--- config.mk ---
export PLATFORM = sky130hd
export DESIGN_NAME = tile_scheduler_flat
export DESIGN_NICKNAME = d
export VERILOG_FILES = /design/src/rtl/tile_scheduler_if.sv /design/src/rtl/tile_scheduler.sv /design/src/flat_wrapper.sv
export SDC_FILE = /design/constraint.sdc
export NUM_CORES = 1
export LEC_CHECK = 0
export CORE_MARGIN = 8
export CORE_UTILIZATION = 52
export CTS_BUF_LIST = sky130_fd_sc_hd__clkbuf_4 sky130_fd_sc_hd__clkbuf_8
export CTS_CLUSTER_SIZE = 8
export DETAILED_ROUTE_END_ITERATION = 8
export PLACE_DENSITY = 0.81
export SLEW_MARGIN = 20
export SYNTH_ARGS = -nofsm -noshare
export SYNTH_HDL_FRONTEND = slang
export SYNTH_SLANG_ARGS = --single-unit
--- constraint.sdc ---
create_clock -name clk -period 2.5 [get_ports clk]
set_clock_uncertainty 0.05 [all_clocks]
set_input_delay 0.5 -clock clk [delete_from_list [all_inputs] [get_ports clk]]
set_output_delay 0.5 -clock clk [all_outputs]
set_load 0.1 [all_outputs]
--- src/rtl/tile_scheduler_if.sv ---
// rtl/tile_scheduler_if.sv - command handshake and tile_processor control bundle for tile_scheduler
interface tile_scheduler_if;
    logic       cmd_valid;
    logic       cmd_ready;
    logic [2:0] cmd_op;
    logic [2:0] cmd_rows_m1;
    logic [2:0] cmd_cols_m1;
    logic       tp_start;
    logic [2:0] tp_tile_i;
    logic [2:0] tp_tile_j;
    logic [2:0] tp_op_code;
    logic       tp_done;

    modport master (
        output cmd_valid, cmd_op, cmd_rows_m1, cmd_cols_m1, tp_done,
        input  cmd_ready, tp_start, tp_tile_i, tp_tile_j, tp_op_code
    );

    modport slave (
        input  cmd_valid, cmd_op, cmd_rows_m1, cmd_cols_m1, tp_done,
        output cmd_ready, tp_start, tp_tile_i, tp_tile_j, tp_op_code
    );
endinterface

--- src/rtl/tile_scheduler.sv ---
// rtl/tile_scheduler.sv - row-major tile sequencer driving one tile_processor
// Optional per-tile watchdog enabled by defining TILE_SCHED_WATCHDOG_EN.
module tile_scheduler #(
    parameter int TIMEOUT_CYCLES = 4096,
    parameter int TO_W           = 13
) (
    input  logic                clk,
    input  logic                rst_n,
    tile_scheduler_if.slave     bus,
    input  logic                abort,
    output logic                busy,
    output logic                sched_done,
    output logic                err,
    output logic [6:0]          tiles_done
);
    typedef enum logic [1:0] {IDLE, ISSUE, WAIT, ADVANCE} state_t;

    state_t     state_q, state_d;
    logic [2:0] op_q, op_d, rows_q, rows_d, cols_q, cols_d;
    logic [2:0] ti_q, ti_d, tj_q, tj_d;
    logic       start_q, start_d, ready_q, ready_d, busy_q, busy_d;
    logic       sdone_q, sdone_d, err_q, err_d;
    logic [6:0] cnt_q, cnt_d;
    logic       done_q;
    logic       done_edge;

    if ($clog2(TIMEOUT_CYCLES + 1) > TO_W) begin : g_to_w_check
        $error("TO_W too narrow for TIMEOUT_CYCLES");
    end

`ifdef TILE_SCHED_WATCHDOG_EN
    logic [TO_W-1:0] wd_q, wd_d;
    logic            timeout;

    always_ff @(posedge clk or negedge rst_n) begin
        if (!rst_n) wd_q <= '0;
        else        wd_q <= wd_d;
    end
`endif

    // A level held over from the previous tile never looks like a new edge.
    assign done_edge = bus.tp_done & ~done_q;

    always_ff @(posedge clk or negedge rst_n) begin
        if (!rst_n) begin
            state_q <= IDLE;
            op_q    <= '0;
            rows_q  <= '0;
            cols_q  <= '0;
            ti_q    <= '0;
            tj_q    <= '0;
            start_q <= 1'b0;
            ready_q <= 1'b1;
            busy_q  <= 1'b0;
            sdone_q <= 1'b0;
            err_q   <= 1'b0;
            cnt_q   <= '0;
            done_q  <= 1'b0;
        end else begin
            state_q <= state_d;
            op_q    <= op_d;
            rows_q  <= rows_d;
            cols_q  <= cols_d;
            ti_q    <= ti_d;
            tj_q    <= tj_d;
            start_q <= start_d;
            ready_q <= ready_d;
            busy_q  <= busy_d;
            sdone_q <= sdone_d;
            err_q   <= err_d;
            cnt_q   <= cnt_d;
            done_q  <= bus.tp_done;
        end
    end

    always_comb begin
        state_d = state_q;
        op_d    = op_q;
        rows_d  = rows_q;
        cols_d  = cols_q;
        ti_d    = ti_q;
        tj_d    = tj_q;
        start_d = 1'b0;
        ready_d = ready_q;
        busy_d  = busy_q;
        sdone_d = 1'b0;
        err_d   = 1'b0;
        cnt_d   = cnt_q;
        case (state_q)
            IDLE: begin
                if (!abort && bus.cmd_valid && ready_q) begin
                    cnt_d = '0;
                    if (bus.cmd_op > 3'd4) begin
                        err_d = 1'b1;
                    end else begin
                        op_d    = bus.cmd_op;
                        rows_d  = bus.cmd_rows_m1;
                        cols_d  = bus.cmd_cols_m1;
                        ti_d    = '0;
                        tj_d    = '0;
                        busy_d  = 1'b1;
                        ready_d = 1'b0;
                        start_d = 1'b1;
                        state_d = ISSUE;
                    end
                end
            end
            ISSUE: state_d = WAIT;
            WAIT: begin
                if (done_edge) begin
                    cnt_d   = (cnt_q == 7'd64) ? cnt_q : cnt_q + 7'd1;
                    state_d = ADVANCE;
                end
            end
            ADVANCE: begin
                if (tj_q < cols_q) begin
                    tj_d    = tj_q + 3'd1;
                    start_d = 1'b1;
                    state_d = ISSUE;
                end else if (ti_q < rows_q) begin
                    tj_d    = '0;
                    ti_d    = ti_q + 3'd1;
                    start_d = 1'b1;
                    state_d = ISSUE;
                end else begin
                    sdone_d = 1'b1;
                    busy_d  = 1'b0;
                    ready_d = 1'b1;
                    state_d = IDLE;
                end
            end
            default: state_d = IDLE;
        endcase
`ifdef TILE_SCHED_WATCHDOG_EN
        wd_d    = (state_q == WAIT) ? wd_q + TO_W'(1) : '0;
        timeout = (state_q == WAIT) && !done_edge && (wd_q == TO_W'(TIMEOUT_CYCLES - 1));
        if (timeout) begin
            err_d   = 1'b1;
            busy_d  = 1'b0;
            ready_d = 1'b1;
            state_d = IDLE;
        end
`endif
        // Abort wins over every in-flight event, including a final sched_done.
        if (abort && state_q != IDLE) begin
            state_d = IDLE;
            busy_d  = 1'b0;
            ready_d = 1'b1;
            start_d = 1'b0;
            sdone_d = 1'b0;
            err_d   = 1'b0;
            cnt_d   = cnt_q;
        end
    end

    assign bus.cmd_ready  = ready_q;
    assign bus.tp_start   = start_q;
    assign bus.tp_tile_i  = ti_q;
    assign bus.tp_tile_j  = tj_q;
    assign bus.tp_op_code = op_q;
    assign busy           = busy_q;
    assign sched_done     = sdone_q;
    assign err            = err_q;
    assign tiles_done     = cnt_q;
endmodule

--- src/flat_wrapper.sv ---
// flat-port wrapper written by rule: the top's interface ports become plain ports
module tile_scheduler_flat 
#(
    parameter int TIMEOUT_CYCLES = 4096,
    parameter int TO_W           = 13
)
  (clk, rst_n, abort, busy, sched_done, err, tiles_done, bus_cmd_valid, bus_cmd_op, bus_cmd_rows_m1, bus_cmd_cols_m1, bus_tp_done, bus_cmd_ready, bus_tp_start, bus_tp_tile_i, bus_tp_tile_j, bus_tp_op_code);
  tile_scheduler_if bus_i ();
  input  logic clk;
  input  logic rst_n;
  input  logic abort;
  output logic busy;
  output logic sched_done;
  output logic err;
  output logic [6:0] tiles_done;
  input wire logic [$bits(bus_i.cmd_valid)-1:0] bus_cmd_valid;
  input wire logic [$bits(bus_i.cmd_op)-1:0] bus_cmd_op;
  input wire logic [$bits(bus_i.cmd_rows_m1)-1:0] bus_cmd_rows_m1;
  input wire logic [$bits(bus_i.cmd_cols_m1)-1:0] bus_cmd_cols_m1;
  input wire logic [$bits(bus_i.tp_done)-1:0] bus_tp_done;
  output wire logic [$bits(bus_i.cmd_ready)-1:0] bus_cmd_ready;
  output wire logic [$bits(bus_i.tp_start)-1:0] bus_tp_start;
  output wire logic [$bits(bus_i.tp_tile_i)-1:0] bus_tp_tile_i;
  output wire logic [$bits(bus_i.tp_tile_j)-1:0] bus_tp_tile_j;
  output wire logic [$bits(bus_i.tp_op_code)-1:0] bus_tp_op_code;
  assign bus_i.cmd_valid = bus_cmd_valid;
  assign bus_i.cmd_op = bus_cmd_op;
  assign bus_i.cmd_rows_m1 = bus_cmd_rows_m1;
  assign bus_i.cmd_cols_m1 = bus_cmd_cols_m1;
  assign bus_i.tp_done = bus_tp_done;
  assign bus_cmd_ready = bus_i.cmd_ready;
  assign bus_tp_start = bus_i.tp_start;
  assign bus_tp_tile_i = bus_i.tp_tile_i;
  assign bus_tp_tile_j = bus_i.tp_tile_j;
  assign bus_tp_op_code = bus_i.tp_op_code;
  tile_scheduler #(.TIMEOUT_CYCLES(TIMEOUT_CYCLES), .TO_W(TO_W)) u_core (.clk(clk), .rst_n(rst_n), .bus(bus_i), .abort(abort), .busy(busy), .sched_done(sched_done), .err(err), .tiles_done(tiles_done));
endmodule
Figure 1. Register map, names as in the netlist (run 1).
Drawn at 4 px/um. Other sequential cells in the stronger grey, the rest of the logic in the fainter grey.
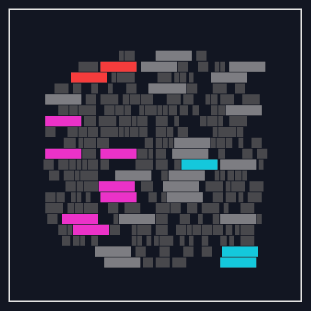
u_core.cols_q -> cyan  # flops 3
u_core.state_q -> red  # flops 2
u_core.tiles_done -> magenta  # flops 7
not coloured = 18
Layout Utilization: 68.1%
register area: 752 sq um

Figure 2. Wiring heat map (run 1).
Drawn at 4 px/um. 15 x 15 tiles, from dark purple (low) to yellow (high), scaled to the fullest tile. Values are wire area over tile area, all layers added.
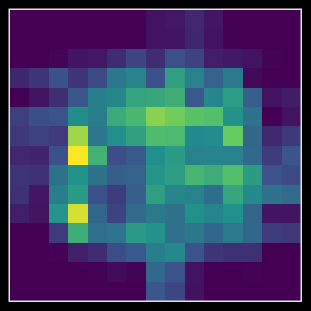
densest ninth of the die = centre
nearly empty tiles = 27%
fullest tile = 0.51
mean over tiles = 0.12
emptiest ninth of the die = upper left
drt wl/cell: 15.6 um
routed vias: 1439
final wirelength: 4090 um

Figure 3. Cell placement (run 1).
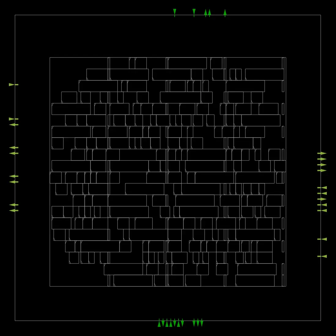
fraction of area in registers: 36.2%
filler cell count in the final layout: 273
FP Rows: 20
Tap Cells: 44

==> results.txt, run 1 <==
status -> finished clean
drt drc -> 0
sw frac -> 54.0%
Cells after Synth -> 177
Syn Area/Cell -> 9.43 sq um
Worst path top cell family by delay -> AND-OR/OR-AND gates
hold buffers post-CTS -> 0
main area contributors after synthesis -> dfrtp_1 (43%), ha_1 (9.0%), nand2_1 (7.4%)
Worst setup EP type -> flop
max cap viols -> 0
Post-Synth AOI/OAI Area -> 19.5%
r2r endpoint -> u_core.bus.tp_tile_j[2]
Worst-Skew Late Latency -> 330 ps
max FFs per register -> 7
Max H-tree Level -> 2
sequential logic power -> 0.749 mW
area delta synth->final -> 24.6%
ANT cells -> 0
final hold violation count -> 0
TritonCTS clock tree -> built
xor/xnor share -> 0%
Post-synth mux share -> 1.87%
max-slew violations -> 0
fa+ha+maj area frac -> 9.00%
share of layout cells above drive strength 1 -> 19.6%
Basic Gates by Area -> 20.2%
Core Util at FP -> 54.7%
root buf cell -> clkbuf_4
Critical Path RT -> 2720 ps
syn nets -> 203
CTS buffer count -> 5
antenna-violating nets left -> 0
I/O Pins -> 35
IO Port Bufs -> 34
vias in the first global route -> 1466
Fmax -> 0.474 GHz
CTS sink cnt -> 30
largest net degree at the start of global routing -> 15
R2R Setup Slk -> 390 ps
grt met2 use -> 29.5%
Slew @ Worst Pin -> 503 ps
Top-area cell share -> 43.5%
Yosys chip area -> 1670 sq um
total power -> 2.62 mW
Gate power share -> 59.3%
setup_tns -> 0 ps
Reg2Reg Depth -> 6
vias per cell -> 5.47
Post-Place Cell Area -> 2010 sq um
WL met3 -> 259 um
synth warn -> 0
max incr delay on CP -> 500 ps
overall routing resource usage -> 16.4%
Hold WS -> 428 ps
Comb group -> 1.56 mW
Async S/R FF share, synth -> 100%
Logic family by area -> simple AND/OR/NAND/NOR gates
fin worst setup slack -> 392 ps
worst r2r src -> u_core.bus.tp_tile_j[2]
count leader, synth -> nand2_1
Setup CP Type -> flop to flop
critical path depth in cells -> 6
clock power share -> 12.2%
slowest cell on the critical path -> a211oi_1
DP Worst Slack -> 282 ps
EDFF count, synth -> 0
Post-CTS Setup Repair Bufs -> 0
DP Cell Count -> 255
CP Buf/Inv Count -> 0
top cells by count, synth -> nand2_1 (33), dfrtp_1 (29), o21ai_0 (15)
routed wl met2 -> 2140 um
main flop type -> dfrtp_1
min cycle time layout -> 2110 ps
leading power group -> combinational logic
# nets final -> 244
FF+latch count, synth -> 30
post-layout instance area -> 2080 sq um
most frequent logic cell in the layout -> nand2_1
first-pass GRT wire length -> 6710 um
Tool Warnings -> 30
Leak -> 1.02 nW
initial antenna violation count -> 0
cycle use final -> 84.3%
VDD IR max -> 0.000622 V
Netlist Area Pre-Place -> 1670 sq um
Psw -> 1.42 mW
grt total ovfl -> 0
Flop pwr share -> 28.5%
Cell Count, Final, Fillers Out -> 263
post_cts resized -> 0
clk slew on worst S/H paths -> 90 ps
uppermost routed layer -> met4
Yosys cell types -> 39
cell total in the yosys stat output -> 177
worst-path cell chain -> ha_1, a21oi_1, o21ai_1, a211oi_1, and3b_1, a221o_1
GP Congestion -> 0.857
met1 WL -> 1620 um
max_slew headroom -> 66.0%
Int Pwr -> 1.21 mW
RSZ-0062 raised after global routing -> false
met1 Track Usage GR -> 16.4%
PD cells -> 1260 nW/um^2
Die X -> 72.7 um
gr busiest metal -> met2
Detailed Place HPWL -> 3310 um
DRT iter0 DRCs -> 36
==> run 1: worst max path at each step <==
stage                                       start                      end  slack [ps]
after floorplan           u_core.bus.tp_tile_j[2]  u_core.bus.tp_tile_j[2]         120
after global placement              bus_cmd_valid     u_core.tiles_done[2]         370
after detailed placement            bus_cmd_valid     u_core.tiles_done[2]         280
after CTS                 u_core.bus.tp_tile_j[2]  u_core.bus.tp_tile_j[2]         430
after global routing      u_core.bus.tp_tile_j[2]  u_core.bus.tp_tile_j[2]         270
final                     u_core.bus.tp_tile_j[2]  u_core.bus.tp_tile_j[2]         390
==> run 1: cell type report <==
cell class                 instances  area [sq um]  area share, %
multi-input combinational        132           843           40.6
sequential                        30           752           36.2
timing repair buffer              39           325           15.6
clock buffer                       8          66.3           3.19
tap                               44          55.1           2.65
inverter                          10          37.5           1.81
Figure 4. Drive-strength map (run 1).
Drawn at 4 px/um.
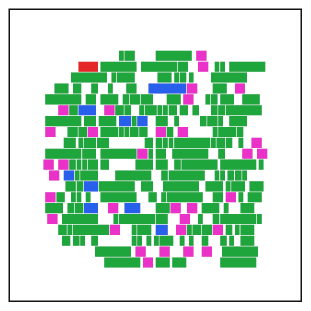

==> run 2: changes to the inputs <==
--- a/config.mk
+++ b/config.mk
@@ -6,11 +6,11 @@
 export NUM_CORES = 1
 export LEC_CHECK = 0
 export CORE_MARGIN = 8
-export CORE_UTILIZATION = 52
+export CORE_UTILIZATION = 47
 export CTS_BUF_LIST = sky130_fd_sc_hd__clkbuf_4 sky130_fd_sc_hd__clkbuf_8
 export CTS_CLUSTER_SIZE = 8
 export DETAILED_ROUTE_END_ITERATION = 8
-export PLACE_DENSITY = 0.81
+export PLACE_DENSITY = 0.77
 export SLEW_MARGIN = 20
 export SYNTH_ARGS = -nofsm -noshare
 export SYNTH_HDL_FRONTEND = slang
==> constraint.sdc (replaced) <==
create_clock -name clk -period 1.7 [get_ports clk]
set_clock_uncertainty 0.05 [all_clocks]
set_input_delay 0.34 -clock clk [delete_from_list [all_inputs] [get_ports clk]]
set_output_delay 0.34 -clock clk [all_outputs]
set_load 0.1 [all_outputs]
Figure 5. Drive-strength map (run 2).
Drawn at 4 px/um.
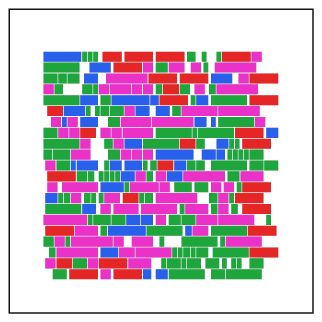
drive 2 -> blue  # cells 38, share 15%, most used o21ai_2
drive 1 or less -> green  # cells 116, share 46%, most used nand2_1
drive 6 and up -> red  # cells 29, share 11%, most used buf_12
drive 3 to 4 -> magenta  # cells 71, share 28%, most used buf_4
Non-clk bufs: 74
post-layout instance area: 3000 sq um

Figure 6. Layout detail (run 2).
Region (13, 26) to (63, 76) um. Cells in grey, sequential cells in the stronger grey; small squares are vias.
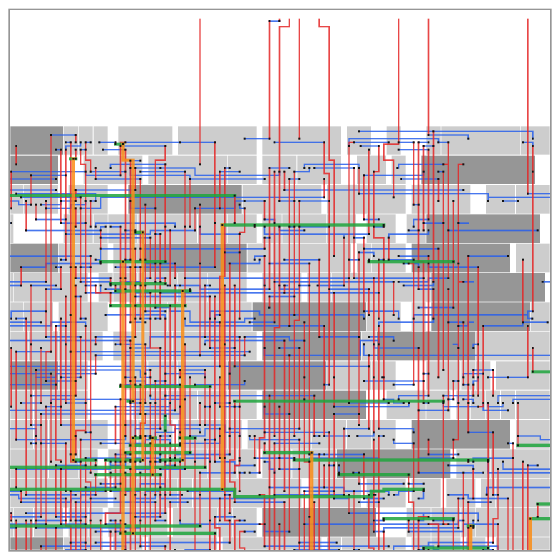
met1 -> blue
met4 -> orange
met3 -> green
met2 -> red
most frequent = buf_4 (24), nand2_1 (17), buf_12 (11)
cells with their middle in the window = 156
netlist names of flops here include = u_core.tiles_done (7), u_core.bus.tp_op_code (3), u_core.bus.tp_tile_j (3)
sequential cells in the window = 16

==> results.txt, run 2 <==
synth warn -> 0 (unchanged)
Syn Area/Cell -> 9.43 sq um (unchanged)
max cap viols -> 0 (unchanged)
Int Pwr -> 2.80 mW (+130%)
drt wl/cell -> 20.5 um (+31%)
Fmax -> 0.562 GHz (+18%)
cycle use final -> 105% (+20 points)
failing checks -> setup timing
IO Port Bufs -> 34 (unchanged)
FP Rows -> 21 (+5.0%)
Comb area share -> 38.9% (-1.6 points)
worst r2r src -> u_core.bus.tp_tile_j[2]
Multi-input comb cells -> 132 (unchanged)
# nets final -> 279 (+14%)
gr busiest metal -> met2
first-pass GRT wire length -> 8620 um (+28%)
Worst setup EP type -> flop
clock power share -> 8.6% (-3.6 points)
fa+ha+maj area frac -> 9.00% (unchanged)
status -> finished with violations
Layout Utilization -> 89.1% (+21 points)
Critical Path RT -> 1910 ps (-810 ps)
cell total in the yosys stat output -> 177 (unchanged)
Final clock-cell share -> 2.13% (-1.1 points)
hold buffers post-CTS -> 0 (unchanged)
sw frac -> 50.5% (-3.5 points)
Basic Gates by Area -> 20.2% (unchanged)
Detailed Place HPWL -> 3770 um (+14%)
initial antenna violation count -> 0 (unchanged)
antenna-violating nets left -> 0 (unchanged)
TritonCTS clock tree -> built
PD cells -> 1890 nW/um^2 (+49%)
# setup viols final -> 12
Data buffer area share -> 29.3% (+14 points)
CLK BUF -> 6 (-2)
xor/xnor share -> 0% (unchanged)
Netlist Area Pre-Place -> 1670 sq um (unchanged)
RSZ-0062 raised after global routing -> true
Worst-Skew Late Latency -> 360 ps (+30 ps)
Post-Place Cell Area -> 2640 sq um (+31%)
leading power group -> combinational logic
Reg2Reg Depth -> 7 (+1)
max_slew headroom -> 74.1% (+8.1 points)
Comb group -> 3.98 mW (+160%)
Post-CTS Setup Repair Bufs -> 4 (+4)
Tool Warnings -> 33 (+10%)
Cells after Synth -> 177 (unchanged)
share of layout cells above drive strength 1 -> 54.3% (+35 points)
GP Congestion -> 0.867 (+1.2%)
overall routing resource usage -> 20.1% (+3.7 points)
most frequent logic cell in the layout -> buf_4
DRT iter0 DRCs -> 143 (+300%)
R2R Setup Slk -> -80 ps (-470 ps)
Yosys cell types -> 39 (unchanged)
DP Cell Count -> 281 (+10%)
VDD IR max -> 0.00171 V (+180%)
logic area -> 1170 sq um (+38%)
WL met3 -> 488 um (+88%)
Leak -> 1.28 nW (+25%)
Top-area cell share -> 43.5% (unchanged)
min cycle time layout -> 1780 ps (-329 ps)
number of non-clock inverters -> 10 (unchanged)
r2r endpoint -> u_core.state_q[0]
Flops -> 30 (unchanged)
area delta synth->final -> 79.6%
syn nets -> 203 (unchanged)
CTS sink cnt -> 30 (unchanged)
clk slew on worst S/H paths -> 120 ps (+30 ps)
met1 Track Usage GR -> 22.0% (+5.7 points)
vias per cell -> 5.91 (+8.1%)
Async S/R FF share, synth -> 100% (unchanged)
Flop pwr share -> 21.1% (-7.4 points)
fin worst setup slack -> -79.7 ps (-471 ps)
count leader, synth -> nand2_1
FF+latch count, synth -> 30 (unchanged)
root buf cell -> clkbuf_4
CTS buffer count -> 5 (unchanged)
Logic family by area -> simple AND/OR/NAND/NOR gates
Worst setup endpoint -> u_core.state_q[0]
Die X -> 75.6 um (+4.0%)
final hold violation count -> 0 (unchanged)
Post-synth mux share -> 1.87% (unchanged)
Yosys chip area -> 1670 sq um (unchanged)
met1 WL -> 2220 um (+38%)
total power -> 5.65 mW (+120%)
fraction of area in registers -> 26.5% (-9.7 points)
run 2: cell counts after synthesis:
No cell type changed its count.
run 2: worst min-delay path by stage:
| stage | startpoint | to | slack [ps] | cells past startpoint |
|---|---|---|---|---|
| after CTS | rst_n | u_core.state_q[0] | 310 | 2 |
| final | rst_n | u_core.tiles_done[3] | 320 | 2 |
| after global placement | u_core.rows_q[0] | u_core.rows_q[0] | 410 | 2 |
| after global routing | rst_n | u_core.tiles_done[3] | 350 | 2 |
| after floorplan | rst_n | u_core.bus.tp_op_code[0] | -6 | 0 |
| after detailed placement | u_core.rows_q[0] | u_core.rows_q[0] | 440 | 2 |
run 2: critical path, stage by stage, from the launching register on:
cell and delay, ps:
dfrtp_4 510, ha_4 310, a21oi_4 70, buf_4 130
o21a_4 120, o21ai_4 220, a211oi_2 110, a21o_1 170
No activity file was given, so power comes from the tool's default toggle rates.
